$ cat config.mk
export PLATFORM = sky130hd
export DESIGN_NAME = id_issue_ctrl
export DESIGN_NICKNAME = d
export VERILOG_FILES = /design/src/rtl/id_issue_ctrl.sv
export SDC_FILE = /design/constraint.sdc
export NUM_CORES = 1
export LEC_CHECK = 0
export CAP_MARGIN = 20
export CORE_UTILIZATION = 56
export DETAILED_ROUTE_END_ITERATION = 10
export PLACE_DENSITY = 0.8
export SYNTH_ARGS = -nofsm -noshare
export SYNTH_HDL_FRONTEND = slang
export SYNTH_SLANG_ARGS = --single-unit
$ cat constraint.sdc
create_clock -name clk -period 6 [get_ports clk]
set_input_delay 1.2 -clock clk [delete_from_list [all_inputs] [get_ports clk]]
set_output_delay 1.2 -clock clk [all_outputs]
set_load 0.01 [all_outputs]
$ cat src/rtl/id_issue_ctrl.sv
// Decode/issue front end: instruction FIFO, head decode, GPR and HI/LO scoreboard.
// Optional macro WB_BYPASS_EN lets a same-cycle writeback clear a pending hazard.
module id_issue_ctrl #(
    parameter int unsigned IBUF_DEPTH = 4,
    parameter int unsigned PC_W       = 30,
    parameter int unsigned NREG       = 32
) (
    input  logic                          clk,
    input  logic                          rst,
    input  logic                          flush,
    input  logic                          if_valid,
    output logic                          if_ready,
    input  logic [31:0]                   if_inst,
    input  logic [PC_W-1:0]               if_pc,
    output logic                          id_valid,
    input  logic                          id_ready,
    output logic [31:0]                   id_inst,
    output logic [PC_W-1:0]               id_pc,
    output logic [4:0]                    id_rs,
    output logic [4:0]                    id_rt,
    output logic [4:0]                    id_rd,
    output logic                          id_hilo_wr,
    output logic                          id_illegal,
    input  logic                          wb_en,
    input  logic [4:0]                    wb_addr,
    input  logic                          hilo_wb_en,
    output logic [3:0]                    lockreq,
    output logic [$clog2(IBUF_DEPTH):0]   occupancy
);
    localparam int unsigned AW = $clog2(IBUF_DEPTH);
    localparam int unsigned CW = AW + 1;

    logic [31:0]     mem_inst [IBUF_DEPTH];
    logic [PC_W-1:0] mem_pc   [IBUF_DEPTH];
    logic [AW-1:0]   wr_ptr_q, wr_ptr_d, rd_ptr_q, rd_ptr_d;
    logic [CW-1:0]   count_q, count_d;
    logic [NREG-1:0] busy_q, busy_d, busy_eff, wb_clr, set_vec;
    logic            hilo_busy_q, hilo_busy_d, hilo_eff;
    logic            empty, push, pop;
    logic            rs_used, rt_used, hilo_rd, hilo_wr, legal;
    logic [4:0]      dest;
    logic [5:0]      op, fn;
    logic [4:0]      f_rs, f_rt, f_rd;

    assign empty     = (count_q == '0);
    assign if_ready  = (count_q != CW'(IBUF_DEPTH));
    assign push      = if_valid & if_ready;
    assign pop       = id_valid & id_ready;
    assign occupancy = count_q;

    assign id_inst = empty ? 32'h0 : mem_inst[rd_ptr_q];
    assign id_pc   = empty ? '0 : mem_pc[rd_ptr_q];
    assign op      = id_inst[31:26];
    assign fn      = id_inst[5:0];
    assign f_rs    = id_inst[25:21];
    assign f_rt    = id_inst[20:16];
    assign f_rd    = id_inst[15:11];

    always_comb begin
        rs_used = 1'b0;
        rt_used = 1'b0;
        hilo_rd = 1'b0;
        hilo_wr = 1'b0;
        legal   = 1'b0;
        dest    = 5'd0;
        case (op)
            6'h00: begin
                case (fn)
                    6'h00, 6'h02, 6'h03: begin legal = 1'b1; rt_used = 1'b1; dest = f_rd; end
                    6'h04, 6'h06, 6'h07, 6'h20, 6'h21, 6'h22, 6'h23, 6'h24, 6'h25, 6'h26, 6'h27,
                    6'h2A, 6'h2B: begin
                        legal = 1'b1; rs_used = 1'b1; rt_used = 1'b1; dest = f_rd;
                    end
                    6'h08: begin legal = 1'b1; rs_used = 1'b1; end
                    6'h09: begin legal = 1'b1; rs_used = 1'b1; dest = f_rd; end
                    6'h0C, 6'h0D: legal = 1'b1;
                    6'h10, 6'h12: begin legal = 1'b1; hilo_rd = 1'b1; dest = f_rd; end
                    6'h11, 6'h13: begin legal = 1'b1; rs_used = 1'b1; hilo_wr = 1'b1; end
                    6'h18, 6'h19, 6'h1A, 6'h1B: begin
                        legal = 1'b1; rs_used = 1'b1; rt_used = 1'b1; hilo_wr = 1'b1;
                    end
                    default: ;
                endcase
            end
            // REGIMM: rt field selects the branch flavour
            6'h01: begin
                case (f_rt)
                    5'h00, 5'h01: begin legal = 1'b1; rs_used = 1'b1; end
                    5'h10, 5'h11: begin legal = 1'b1; rs_used = 1'b1; dest = 5'd31; end
                    default: ;
                endcase
            end
            6'h02: legal = 1'b1;
            6'h03: begin legal = 1'b1; dest = 5'd31; end
            6'h04, 6'h05: begin legal = 1'b1; rs_used = 1'b1; rt_used = 1'b1; end
            6'h06, 6'h07: begin legal = 1'b1; rs_used = 1'b1; end
            6'h08, 6'h09, 6'h0A, 6'h0B, 6'h0C, 6'h0D, 6'h0E,
            6'h20, 6'h21, 6'h23, 6'h24, 6'h25: begin legal = 1'b1; rs_used = 1'b1; dest = f_rt; end
            6'h0F: begin legal = 1'b1; dest = f_rt; end
            6'h10: begin
                if (f_rs == 5'h00) begin legal = 1'b1; dest = f_rt; end
                else if (f_rs == 5'h04) begin legal = 1'b1; rt_used = 1'b1; end
            end
            6'h28, 6'h29, 6'h2B: begin legal = 1'b1; rs_used = 1'b1; rt_used = 1'b1; end
            default: ;
        endcase
    end

    assign id_rs      = rs_used ? f_rs : 5'd0;
    assign id_rt      = rt_used ? f_rt : 5'd0;
    assign id_rd      = dest;
    assign id_hilo_wr = hilo_wr;
    assign id_illegal = ~empty & ~legal;

    assign wb_clr = wb_en ? (NREG'(1) << wb_addr) : '0;
`ifdef WB_BYPASS_EN
    assign busy_eff = busy_q & ~wb_clr;
    assign hilo_eff = hilo_busy_q & ~hilo_wb_en;
`else
    assign busy_eff = busy_q;
    assign hilo_eff = hilo_busy_q;
`endif

    // Unused sources already read as index 0, which is never busy.
    assign lockreq[0] = ~empty & (id_rs != 5'd0) & busy_eff[id_rs];
    assign lockreq[1] = ~empty & (id_rt != 5'd0) & busy_eff[id_rt];
    assign lockreq[2] = ~empty & (id_rd != 5'd0) & busy_eff[id_rd];
    assign lockreq[3] = ~empty & (hilo_rd | hilo_wr) & hilo_eff;
    assign id_valid   = ~empty & ~|lockreq;

    assign set_vec = (pop && id_rd != 5'd0) ? (NREG'(1) << id_rd) : '0;

    always_comb begin
        busy_d      = (busy_q & ~wb_clr) | set_vec;
        busy_d[0]   = 1'b0;
        hilo_busy_d = (hilo_busy_q & ~hilo_wb_en) | (pop & id_hilo_wr);
    end

    always_comb begin
        wr_ptr_d = wr_ptr_q;
        rd_ptr_d = rd_ptr_q;
        count_d  = count_q;
        if (flush) begin
            wr_ptr_d = '0;
            rd_ptr_d = '0;
            count_d  = '0;
        end else begin
            if (push) wr_ptr_d = wr_ptr_q + AW'(1);
            if (pop)  rd_ptr_d = rd_ptr_q + AW'(1);
            case ({push, pop})
                2'b10:   count_d = count_q + CW'(1);
                2'b01:   count_d = count_q - CW'(1);
                default: ;
            endcase
        end
    end

    always_ff @(posedge clk or posedge rst) begin
        if (rst) begin
            wr_ptr_q    <= '0;
            rd_ptr_q    <= '0;
            count_q     <= '0;
            busy_q      <= '0;
            hilo_busy_q <= 1'b0;
        end else begin
            wr_ptr_q    <= wr_ptr_d;
            rd_ptr_q    <= rd_ptr_d;
            count_q     <= count_d;
            busy_q      <= busy_d;
            hilo_busy_q <= hilo_busy_d;
        end
    end

    // Storage needs no reset: the head is masked while the FIFO is empty.
    always_ff @(posedge clk) begin
        if (push) begin
            mem_inst[wr_ptr_q] <= if_inst;
            mem_pc[wr_ptr_q]   <= if_pc;
        end
    end
endmodule
==> run_1/sizing.png <==
Drawn at 2 px/um.
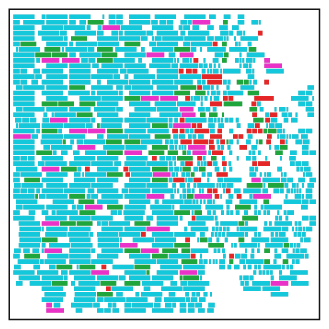
| colour | size | cells | share | most used |
|---|---|---|---|---|
| green | x2 | 107 | 9.9% | mux4_2 |
| magenta | x6 and larger | 38 | 3.5% | clkbuf_16 |
| cyan | x1 and smaller | 863 | 80% | edfxtp_1 |
| red | x3 and x4 | 68 | 6.3% | buf_4 |

==> run_1/route_heat.png <==
Drawn at 2 px/um. 31 x 31 tiles, from dark purple (low) to yellow (high), scaled to the fullest tile. Values are wire area over tile area, all layers added.
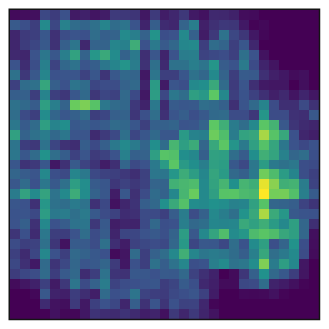
fullest tile: 0.85
densest ninth of the die: middle right
nearly empty tiles: 8.1%
tiles over half the peak: 13%

==> out/metrics.yaml, run 1 <==
status:
  status: "complete, no violations"
routing:
  vias_per_cell: 6.38
  totalWireLength_um: 34100
  drtIter0Drc: 900
  drc_errors: 0
  wl_per_cell_um: 25.1
  final_antenna_net_count: 0
worst_setup_path:
  arrival_ps: 4730
  cp_max_fo: 12
  cp.depth: 14
  crit_slowest_cell: "mux4_2"
  cp-end-kind: "output pin"
  path_cells: "buf_12, mux4_2, or2_4, or3_1, or3_4, o21ai_1, a31oi_2, inv_2, buf_4, a211oi_1, o211a_1, nor4b_2, and2_1, clkdlybuf4s50_1"
  crit_buf_inv: 4
  slowest_delay_ps: 570
grt:
  antenna_found_initial: 2
  top_usage_layer: "met2"
  grt_pass1_wl_um: 51300
  grt_max_degree: 41
  grt_pass1_vias: 8726
  grt_use_total: 0.288
logic_synthesis:
  syn_inst: 853
  syn-cell-area_sq_mm: 0.0130
  ys_seq_elements: 287
  ff_type: "edfxtp_1"
  async_flop_share: 0.136
  edf_count: 248
  yosysSeqAreaShare: 0.648
  fp_nets: 932
die:
  initCoreUtil: 0.572
  ios: 162
  die_y_um: 154
  rows: 55
  die_w_um: 154
  die_area_sq_mm: 0.0238
  nWellTaps: 285
layout:
  n_all_inverters: 28
  comb_cells: 497
  regArea_sq_mm: 0.00843
  n_antenna_cell: 0
  area_growth_pct: 25.3
  final_net_count: 1132
  final-clk-cell-share: 0.0552
  comb_area_frac: 0.273
  buffers: 210
  flops: 287
  buffer_area_frac: 0.126
  comb_area_sq_mm: 0.00445
power:
  p_seq_frac: 0.354
  comb_power_share: 0.416
  power.density_mw_per_mm2: 453
  p_sw_mw: 2.57
  p_int_mw: 4.80
  maxPowerGroup: "combinational cells"
  vdd_drop_max_mv: 0.376
  p_comb_mw: 3.07
  pwr-share-clk: 0.230
placed_design:
  place_ws_ps: 399
  globalplace.congestion: 0.979
  place_inst: 1283
job:
  warnings: 29
  cap_violations: 0
final_timing:
  final.setup.tns_ps: 0
  drv_slew: 0
clocking:
  cts_resized: 7
  numClockSinks: 287
  cts_setup_buffers: 4
  clk_pin_slew_ps: 60
  cts-root-buf: "clkbuf_16"
  ctsHoldBuffers: 0
  h-tree-depth: 1
  cts_tree: "yes"
min_path:
  hold_depth: 2
  min_path_type: "reg -> reg"
==> run_1/m3.png <==
Drawn at 2 px/um. Cells faint in the background.
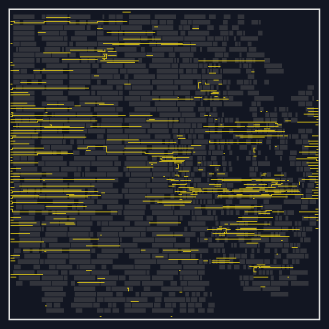
wire length on this layer: 3,080 um
nets with wire on the layer: 233
share of all routed wire: 9.0%

==> run_1/clock_nets.png <==
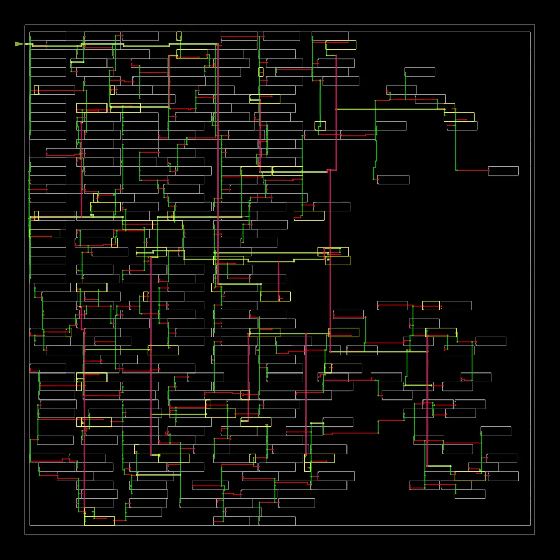
clk_buf instances: 36
Worst Skew: 27.5 ps
total CTS buffers: 29
clock latency on the worst-skew pair: 580 ps

## run 1: worst paths after layout
kind,startpoint,end
worst min register to register,busy_eff[18],busy_eff[18]
min in group asynchronous,rst,wr_ptr_q[0]
worst min-delay path,busy_eff[18],busy_eff[18]
worst max register to register,rd_ptr_q[0],occupancy[2]
worst max-delay path,rd_ptr_q[0],lockreq[2]
max in group asynchronous,rst,rd_ptr_q[0]
## run 1: placed cells by master, fill, tap and decap left out, drive strengths merged, types with 4 or more instances in the layout
| cell | n |
|---|---|
| nor2 | 40 |
| mux4 | 68 |
| buf | 48 |
| clkbuf | 36 |
| nand2 | 40 |
| a31oi | 13 |
| o211a | 4 |
| and3 | 11 |
| clkinv | 14 |
| ha | 4 |
| edfxtp | 248 |
| nand4 | 13 |
| mux2i | 10 |
| nand2b | 7 |
| clkdlybuf4s50 | 160 |
| and2 | 58 |
| a211oi | 5 |
| nor2b | 14 |
| nand3 | 17 |
| or3 | 8 |
| nor3 | 6 |
| a21oi | 13 |
| inv | 31 |
| o211ai | 7 |
| dfrtp | 39 |
| mux2 | 6 |
| o21ai | 84 |
| a21boi | 4 |
| a2111oi | 6 |
| or2 | 5 |
## run 1: synthesized netlist by cell type (all sizes together) (4+ instances only)
master / instances / share of area
a21boi: 4 / 0.0023
a31oi: 13 / 0.0086
nor3: 6 / 0.0023
o21ai: 84 / 0.035
ha: 4 / 0.0039
and2: 58 / 0.028
or2: 5 / 0.0026
inv: 28 / 0.0081
dfrtp: 39 / 0.075
nand3: 17 / 0.0073
edfxtp: 248 / 0.57
nor2b: 14 / 0.0067
o211a: 4 / 0.0031
a2111oi: 6 / 0.0040
nor2: 39 / 0.011
mux4: 67 / 0.12
nand2b: 7 / 0.0034
a211oi: 5 / 0.0029
nand4: 13 / 0.0063
mux2i: 10 / 0.0077
and3: 11 / 0.0053
o211ai: 7 / 0.0051
buf: 21 / 0.010
or3: 8 / 0.0046
nand2: 40 / 0.012
mux2: 6 / 0.0052
a21oi: 13 / 0.0050
clkbuf: 22 / 0.0064
## run 1: metrics by stage
step                power [mW]  hold slack [ps]   util  instance area (sq um)
finish                    7.38              545  0.717                  16300
global route              7.68              563  0.717                  16300
CTS                       7.17              526  0.703                  16000
detailed placement        5.42              511  0.660                  15000
global placement          5.38              498  0.660                  15000
floorplan                 4.19              458      -                  13000
## run 1: per-layer routing
metal / up-vias / part of all wire
li1: 3791 / -
met1: 4296 / 0.37
met2: 490 / 0.49
met3: 100 / 0.090
met4: 2 / 0.045
met5: - / 0.00038
## run 1: state kept, by name, summed over array words and instances (netlist names)
signal	flops
hilo_busy_q	1
mem_inst	128
busy_eff	31
occupancy	3
rd_ptr_q	2
wr_ptr_q	2
mem_pc	120
## run 1: cells by family (layout without fill, tap and decap cells)
family,after synthesis,count (layout),synth area share
DFF,287,287,0.648
and+or+nand+nor,236,237,0.101
AOI/OAI and AO/OA,168,168,0.0872
muxes,83,84,0.131
buffers and inverters,71,292,0.0245
adders and majority gates,5,5,0.00539
xor gates and xnor gates,3,3,0.00308
## run 1: worst min-delay path: cells and delay by family (launching register included)
kind | cells | cell delay, ps
compound gates | 2 | 160
flops | 1 | 350
==> run 2, diff against run 1 <==
--- a/config.mk
+++ b/config.mk
@@ -8,6 +8,7 @@
 export CAP_MARGIN = 20
 export CORE_UTILIZATION = 56
 export DETAILED_ROUTE_END_ITERATION = 10
+export HOLD_SLACK_MARGIN = 0.02
 export PLACE_DENSITY = 0.8
 export SYNTH_ARGS = -nofsm -noshare
 export SYNTH_HDL_FRONTEND = slang
==> run_2/class_map.png <==
Drawn at 3 px/um.
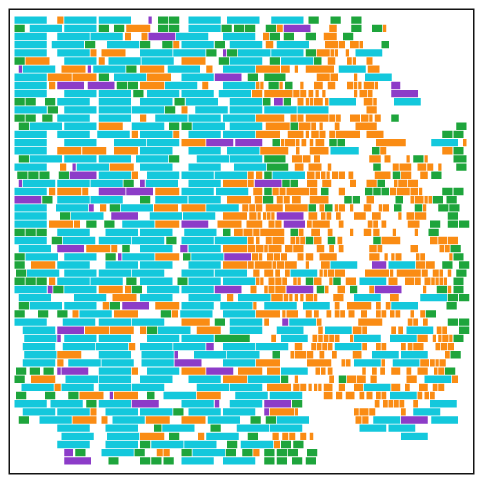
| colour | class | cells |
|---|---|---|
| orange | remaining logic cells | 525 |
| green | remaining buffers and delay cells | 210 |
| purple | clock drivers and dummy loads | 54 |
| cyan | sequential cells | 287 |
core box area: 0.0227 sq mm
flop share of the area: 0.517
post-layout util: 0.717
row count: 55

==> run_2/clock_nets.png <==
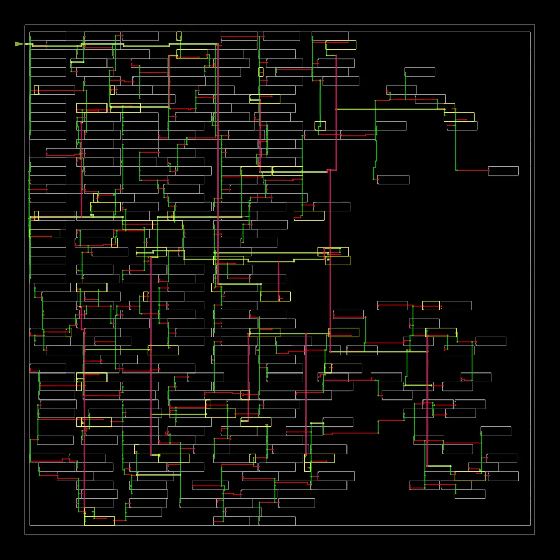
CTS Sinks: 287
clk pwr: 1.70 mW
flip-flops: 287

==> run 2 against run 1 <==
Cell area did not move. Utilization did not move. Clock power barely moved. Worst setup slack did not move. Critical path type unchanged. Largest power group unchanged.
==> out/metrics.yaml, run 2 <==
final_timing:
  drv_slew: 0  # unchanged
  max_freq_mhz: 169
  fin_crit_ps: 5930
  clock_skew_ps: 27.5  # unchanged
  finalSetupViolations: 0
  max_slew.worst_pin.slew_ps: 1070
  slew_headroom: 0.286
  hold_viol_final: 0
  fin_crit_sh: 0.989
die:
  initCoreUtil: 0.572  # unchanged
  ios: 162  # unchanged
  die_w_um: 154  # unchanged
  die_y_um: 154  # unchanged
  die_area_sq_mm: 0.0238  # unchanged
min_path:
  hold_depth: 2  # unchanged
  holdPathEnd: "busy_eff[18]"
  min_from: "busy_eff[18]"
  min_path_type: "reg -> reg"
power:
  power.density_mw_per_mm2: 453  # unchanged
  cellLeakagePower_nw: 5.58
  vdd_drop_max_mv: 0.376  # unchanged
layout:
  area_growth_pct: 25.3  # unchanged
  final_common_cell: "edfxtp_1"
  final_net_count: 1132  # unchanged
  n_antenna_cell: 0  # unchanged
  top_register: "mem_inst"
  drive_gt1_frac: 0.198
  final_cells: 1361
  largest_reg_flops: 128  # unchanged
  most-common-layout-cells: "edfxtp_1 (248), clkdlybuf4s50_1 (160), mux4_2 (63)"
  fin_area_sq_mm: 0.0163  # unchanged
routing:
  vias_per_cell: 6.38  # unchanged
  wl_per_cell_um: 25.1  # unchanged
  drtIter0Drc: 900  # unchanged
  totalWireLength_um: 34100  # unchanged
  first_pass_iters: 6
  final_antenna_net_count: 0  # unchanged
  vias: 8679
  drc_errors: 0  # unchanged
logic_synthesis:
  top_cell_area_share: 0.573  # unchanged
  fp_nets: 932  # unchanged
  synthTopCellsByCount: "edfxtp_1 (248), mux4_2 (61), o21ai_0 (60)"
  ys_warn_count: 0
  syn_area_per_cell_sq_um: 15.2
  async_flop_share: 0.136  # unchanged
  ys_cells: 853
  syn_inst: 853  # unchanged
  area_leaders: "edfxtp_1 (57%), mux4_2 (11%), dfrtp_1 (7.5%), and2_1 (2.8%), o21ai_0 (2.3%)"
  ff_type: "edfxtp_1"
  yosysUniqueCellTypes: 76
  edf_count: 248  # unchanged
  yosysSeqAreaShare: 0.648  # unchanged
  yosysTopAreaCell: "edfxtp_1"
  ys_seq_elements: 287  # unchanged
  syn-cell-area_sq_mm: 0.0130  # unchanged
  synth_top_cell_by_count: "edfxtp_1"
  synth-area-yosys_sq_mm: 0.0130
placed_design:
  post-dp-hpwl_um: 22100
  place_inst: 1283  # unchanged
  placed_area_sq_mm: 0.0150  # unchanged
  globalplace.congestion: 0.979  # unchanged
  port_buffers: 161
clocking:
  ctsHoldBuffers: 0  # unchanged
  cts_tree: "yes"
  clk_pin_slew_ps: 60  # about the same
  h-tree-depth: 1  # unchanged
  cts-root-buf: "clkbuf_16"
  clk_path_buf_depth: 3
  numCtsBuffers: 29  # unchanged
  clk_latency_ps: 580  # about the same
worst_setup_path:
  arrival_ps: 4730  # about the same
  reg2reg_to: "occupancy[2]"
  r2r-start: "rd_ptr_q[0]"
  rr_worst_depth: 19
  worstSetupStartpointType: "register"
  cp.required_ps: 4800
  path_class: "reg -> out"
  regToRegSetupSlack_ps: 1050
  cp_max_fo: 12  # unchanged
  cp-end-kind: "output pin"
grt:
  grt_max_degree: 41  # unchanged
  grt.overflow.total: 0
  grt_pass1_wl_um: 51300  # unchanged
  antenna_found_initial: 2  # unchanged
  grt_use_total: 0.288  # unchanged
  grt_pass1_vias: 8726  # unchanged
status:
  status: "complete, no violations"
job:
  cap_violations: 0  # unchanged
  warnings: 29  # unchanged
==> run_2/route_heat.png <==
Drawn at 2 px/um. 31 x 31 tiles, from dark purple (low) to yellow (high), scaled to the fullest tile. Values are wire area over tile area, all layers added.
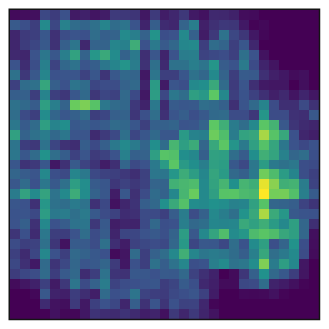
emptiest ninth of the die: upper right
nearly empty tiles: 8.1%
fullest tile: 0.85

[run 2: routing by layer]
| layer | track usage | share of wire | up-vias |
|---|---|---|---|
| met5 | 0 | 0.00038 | - |
| met3 | 0.0656 | 0.090 | 100 |
| met2 | 0.477 | 0.49 | 490 |
| li1 | - | - | 3791 |
| met1 | 0.371 | 0.37 | 4296 |
| met4 | 0.122 | 0.045 | 2 |
[run 2: how the worst max path moves through the flow]
stage	end	cells after the start	start	slack, ps
finish	lockreq[2]	14	rd_ptr_q[0]	70
global route	lockreq[2]	14	rd_ptr_q[0]	-60
CTS	id_valid	13	rd_ptr_q[0]	2
detailed placement	id_valid	14	rd_ptr_q[0]	400
global placement	id_valid	15	rd_ptr_q[0]	420
floorplan	occupancy[2]	19	rd_ptr_q[0]	1030
[run 2: area by class of cell]
type	instances	area (sq um)
tap	285	357
sequential	287	8430
inverter	28	109
fill	1445	6420
clock buffer	36	791
clock inverter	18	108
multi-input combinational	497	4450
timing repair buffer	210	2040
[run 2: cell families (layout without fill, tap and decap cells)]
family          count (synthesis)  after routing  synth area share
fa+ha+maj                       5              5           0.00539
mux                            83             84             0.131
simple gates                  236            237             0.101
buf+inv                        71            292            0.0245
flops                         287            287             0.648
compound gates                168            168            0.0872
xor+xnor                        3              3           0.00308
[run 2: power by group]
part | switching [mW] | leakage (nW) | internal, mW
logic | 1.65 | 2.37 | 1.42
registers | 0.170 | 2.77 | 2.44
clock network | 0.758 | 0.449 | 0.941
total | 2.57 | 5.58 | 4.80
[run 2: repair_timing]
item	CTS	global route
resized	7	38
pin swaps	0	3
cloned	1	2
endpoints found under the hold margin	0	0
endpoints found under the setup margin	2	3
setup buffers	4	17
[run 2: critical path, cell delays in order, from the launching register on]
cell             delay [ps]
dfrtp_4                 530
buf_12                  190
mux4_2                  570
or2_4                   300
or3_1                   330
or3_4                   390
o21ai_1                 180
a31oi_2                  90
inv_2                   140
buf_4                   130
a211oi_1                 40
o211a_1                 230
nor4b_2                 320
and2_1                  190
clkdlybuf4s50_1         530
[run 2: per-stage QoR]
step           setup WS, ps  total power, mW  hold slack, ps  setup TNS [ps]
2_1_floorplan          1030             4.19             458               0
3_3_place_gp            416             5.38             498               0
3_5_place_dp            399             5.42             511               0
4_1_cts                2.23             7.17             526               0
5_1_grt               -58.0             7.68             563           -58.0
6_report               67.7             7.38             545               0
Power and IR drop assume default switching activity.
